==> images/sizing.png <==
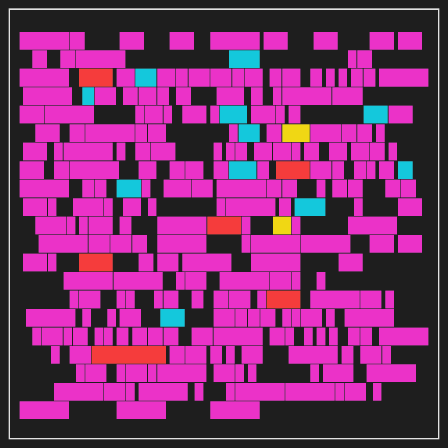
==> images/ff_map.png <==
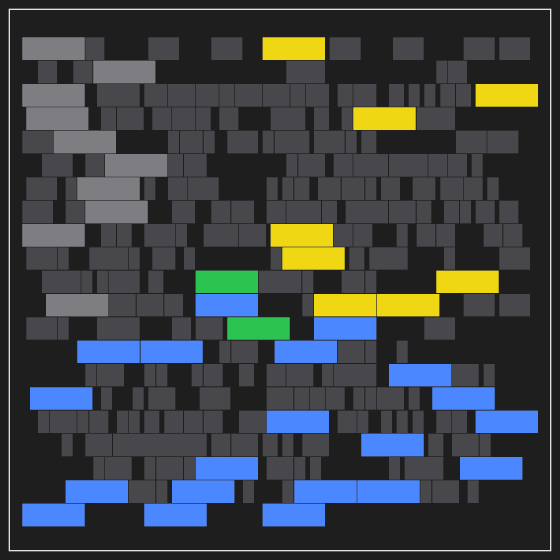
==> images/util_map.png <==
6 x 6 tiles, from black (low) to pale yellow (high), 0 to 100% covered.
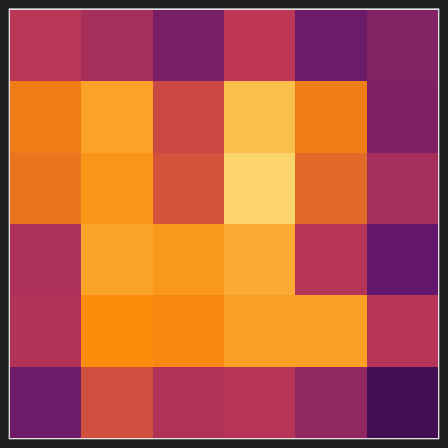
==> images/congestion_map.png <==
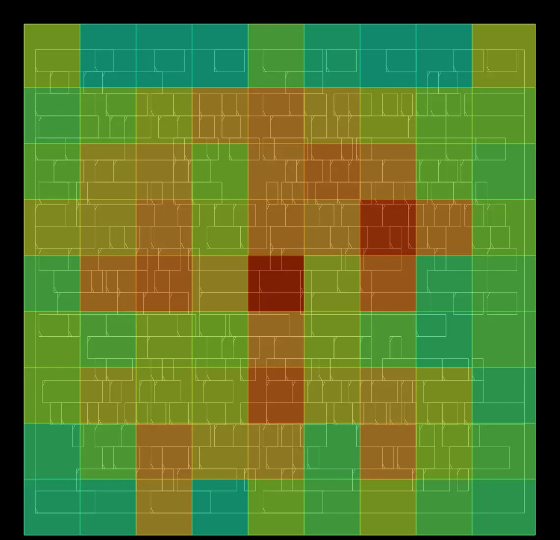
==> images/class_map.png <==
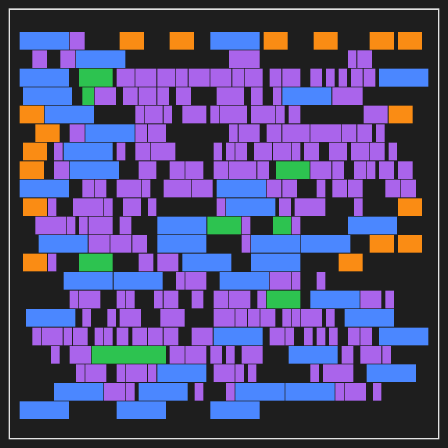
`config.mk`:
```
export PLATFORM = sky130hd
export DESIGN_NAME = grill_position_tracker
export DESIGN_NICKNAME = d
export VERILOG_FILES = /design/src/rtl/grill_position_tracker.sv
export SDC_FILE = /design/constraint.sdc
export NUM_CORES = 1
export LEC_CHECK = 0
export CORE_UTILIZATION = 54
export DETAILED_ROUTE_END_ITERATION = 10
export PLACE_DENSITY_LB_ADDON = 0.12
export SYNTH_ARGS = -nofsm -noshare
export SYNTH_HDL_FRONTEND = slang
export SYNTH_SLANG_ARGS = --single-unit
```
`constraint.sdc`:
```
create_clock -name i_clk -period 8.3 [get_ports i_clk]
set_clock_uncertainty 0.2 [all_clocks]
set_input_delay 0.83 -clock i_clk [delete_from_list [all_inputs] [get_ports i_clk]]
set_output_delay 0.83 -clock i_clk [all_outputs]
set_load 0.1 [all_outputs]
```
`src/rtl/grill_position_tracker.sv`:
```
// grill_position_tracker: impulse-counting grill position tracker with saturation, stall and motion-error detection
module grill_position_tracker #(
  parameter int P_CNT_W     = 8,
  parameter int P_LIMIT     = 144,
  parameter int P_STALL_CYC = 1000000,
  parameter int P_STALL_W   = 20
) (
  input  logic               i_clk,
  input  logic               i_rst,
  input  logic               i_sensor,
  input  logic [1:0]         i_dir,
  input  logic               i_home,
  output logic [P_CNT_W-1:0] o_count,
  output logic [1:0]         o_pos,
  output logic               o_stall,
  output logic               o_err
);
  typedef enum logic [1:0] {S_IDLE, S_OPEN, S_CLOSE, S_STALL} state_t;
  localparam logic [P_CNT_W-1:0]   LIM   = P_CNT_W'(P_LIMIT);
  localparam logic [P_STALL_W-1:0] T_END = P_STALL_W'(P_STALL_CYC - 1);
  state_t               state, state_n;
  logic                 s0, s1, s_prev, evt;
  logic [1:0]           dir_q;
  logic [P_STALL_W-1:0] timer, timer_n;
  logic [P_CNT_W-1:0]   cnt_n;
  logic                 err_n, at_lim, at_zero, run, dir_chg, hit, home_ok;
  always_comb begin
    at_lim  = o_count == LIM;
    at_zero = o_count == '0;
    run     = (state == S_OPEN && !at_lim) || (state == S_CLOSE && !at_zero);
    dir_chg = i_dir != dir_q;
    hit     = run && timer == T_END && !evt && !dir_chg;
    state_n = state == S_STALL ? ((i_dir == 2'b01 || i_dir == 2'b10) ? S_STALL : S_IDLE) :
              hit ? S_STALL : i_dir == 2'b01 ? S_OPEN : i_dir == 2'b10 ? S_CLOSE : S_IDLE;
    home_ok = i_home && state == S_IDLE;
    cnt_n   = home_ok ? '0 :
              (evt && state == S_OPEN && !at_lim) ? o_count + 1'b1 :
              (evt && state == S_CLOSE && !at_zero) ? o_count - 1'b1 : o_count;
    err_n   = !home_ok && (o_err || (evt && (state == S_IDLE || (state == S_OPEN && at_lim) ||
                                              (state == S_CLOSE && at_zero))));
    timer_n = (evt || dir_chg || !run) ? '0 : timer + 1'b1;
  end
  // evt is registered so a count update lands three edges after the sensor is first sampled
  always_ff @(posedge i_clk) begin
    if (i_rst) begin
      s0 <= 1'b0;
      s1 <= 1'b0;
      s_prev <= 1'b0;
      evt <= 1'b0;
      dir_q <= 2'b00;
      state <= S_IDLE;
      timer <= '0;
      o_count <= '0;
      o_pos <= 2'b00;
      o_stall <= 1'b0;
      o_err <= 1'b0;
    end else begin
      s0 <= i_sensor;
      s1 <= s0;
      s_prev <= s1;
      evt <= s1 && !s_prev;
      dir_q <= i_dir;
      state <= state_n;
      timer <= timer_n;
      o_count <= cnt_n;
      o_stall <= state_n == S_STALL;
      o_err <= err_n;
      o_pos <= (state_n == S_STALL || err_n) ? 2'b11 : cnt_n == '0 ? 2'b00 : cnt_n == LIM ? 2'b01 : 2'b10;
    end
  end
endmodule

```
==> changes_impl.md <==
### Implementation results

- WHS Path Cells: 1
- Final hold vios: 0
- # clock sinks: about 40
- OpenROAD warning count: 28
- CP max stage cell: clkdlybuf4s50_1
- Top post-synthesis cells by count: dfxtp_1 (40), nor2_1 (37), nand2_1 (19), nand3_1 (11), xor2_1 (11)
- Max capacitance violation total: 0
- First-pass GRT wire length: 6.969 mm
- Yosys top cell by instances: dfxtp_1
- Reg-to-Reg Start: o_count[0]$_SDFF_PP0_
- R2R Path End: o_pos[1]$_SDFF_PP0_
- Global Route met2 Usage: between 30 and 40%
- Worst Path Buf+Inv: 1
- Crit-path max FO: 10
- Vias in the first global route: 1498
- Highest Clock Rate: approximately 330 MHz
- Setup TNS: 0 ns
- Worst hold path class: reg2reg
- Asr flop ratio synth: 0%
- Post-DRT Antenna Nets: 0
- Reg2reg path depth: 8
- Tmin final: just over 3 ns
- # DRC: 0
- Run status: complete, no violations
- Crit path launch: o_count[6]$_SDFF_PP0_
- Critical path data required time: between 7 and 8 ns
- Final Util: 67.10%
- Gate count after technology mapping: 237
- Initial drt markers: ~130
- Most numerous logic cells after layout: dfxtp_1 (40), nor2_1 (37), nand2_1 (19), clkdlybuf4s50_1 (17)
- P_leak: a little over 0.8 nW
- Yosys warnings: 0
- Crit path DAT: 2.03 ns
- Ordered cell list for the critical path: clkdlybuf4s50_1
- Slowest stage delay, CP: 1.20 ns
- GRT Residual Overflow: 0
- CTS Root Cell: clkbuf_8
- Mapped Area: roughly 2000 sq um
- Worst-Margin Slew: between 0.9 and 1 ns
- WL met1: ~2.1 mm
- Placed cell count: 292
- Final net count: around 260
- Met3 Wirelength: between 200 and 250 um
About sizing.png:
x2 -> cyan  # cells 11, share 4.3%
x1 and smaller -> magenta  # cells 235, share 93%
x3 and x4 -> yellow  # cells 2, share 0.79%
x6 and larger -> red  # cells 6, share 2.4%

About ff_map.png:
timer -> blue  # sequential cells 20
o_pos -> green  # sequential cells 2
o_count -> yellow  # sequential cells 8

About util_map.png:
fullest tile = 91%
mean over tiles = 57%
tiles over 75% full = 28%
densest ninth of the die = centre

About congestion_map.png:
met1 usage: 32.84%
met3 Usage GRT: 5.109%
Tot GR Track Use: 22.27%
WL/cell: 13.47 um

About class_map.png:
remaining buffers and delay cells -> orange  # cells 17, share of their area 7.6%
clock drivers and dummy loads -> green  # cells 8, share of their area 4.9%
remaining logic cells -> purple  # cells 189, share of their area 52%
registers -> blue  # cells 40, share of their area 36%

[logic make-up after synthesis]
family	synth area share [%]
simple gates	31.94
flops	39.85
compound gates	11.46
xor+xnor	8.717
buf+inv	3.798
fa+ha+maj	3.113
mux	1.121
[state kept, by name, indices dropped and copies added, names as in the netlist]
register,count
dir_q,2
evt,1
o_count,8
o_err,1
o_pos,2
o_stall,1
s0,1
s1,1
s_prev,1
state,2
timer,20
[power breakdown]
group / switching [W] / internal [W]
Clock: 0.0000696 / 0.0000890
Sequential: 0.00000208 / 0.000194
Combinational: 0.0000136 / 0.00000823
[area by class of cell]
class                   instances  area (sq um)
flip-flops and latches         40         800.8
multi-input cells             179          1132
clock buffers                   5         68.82
inverters                      10         37.54
repair buffers                 17         170.2
fillers                       286          1132
clock inverters                 3         42.54
well taps                      46         57.56
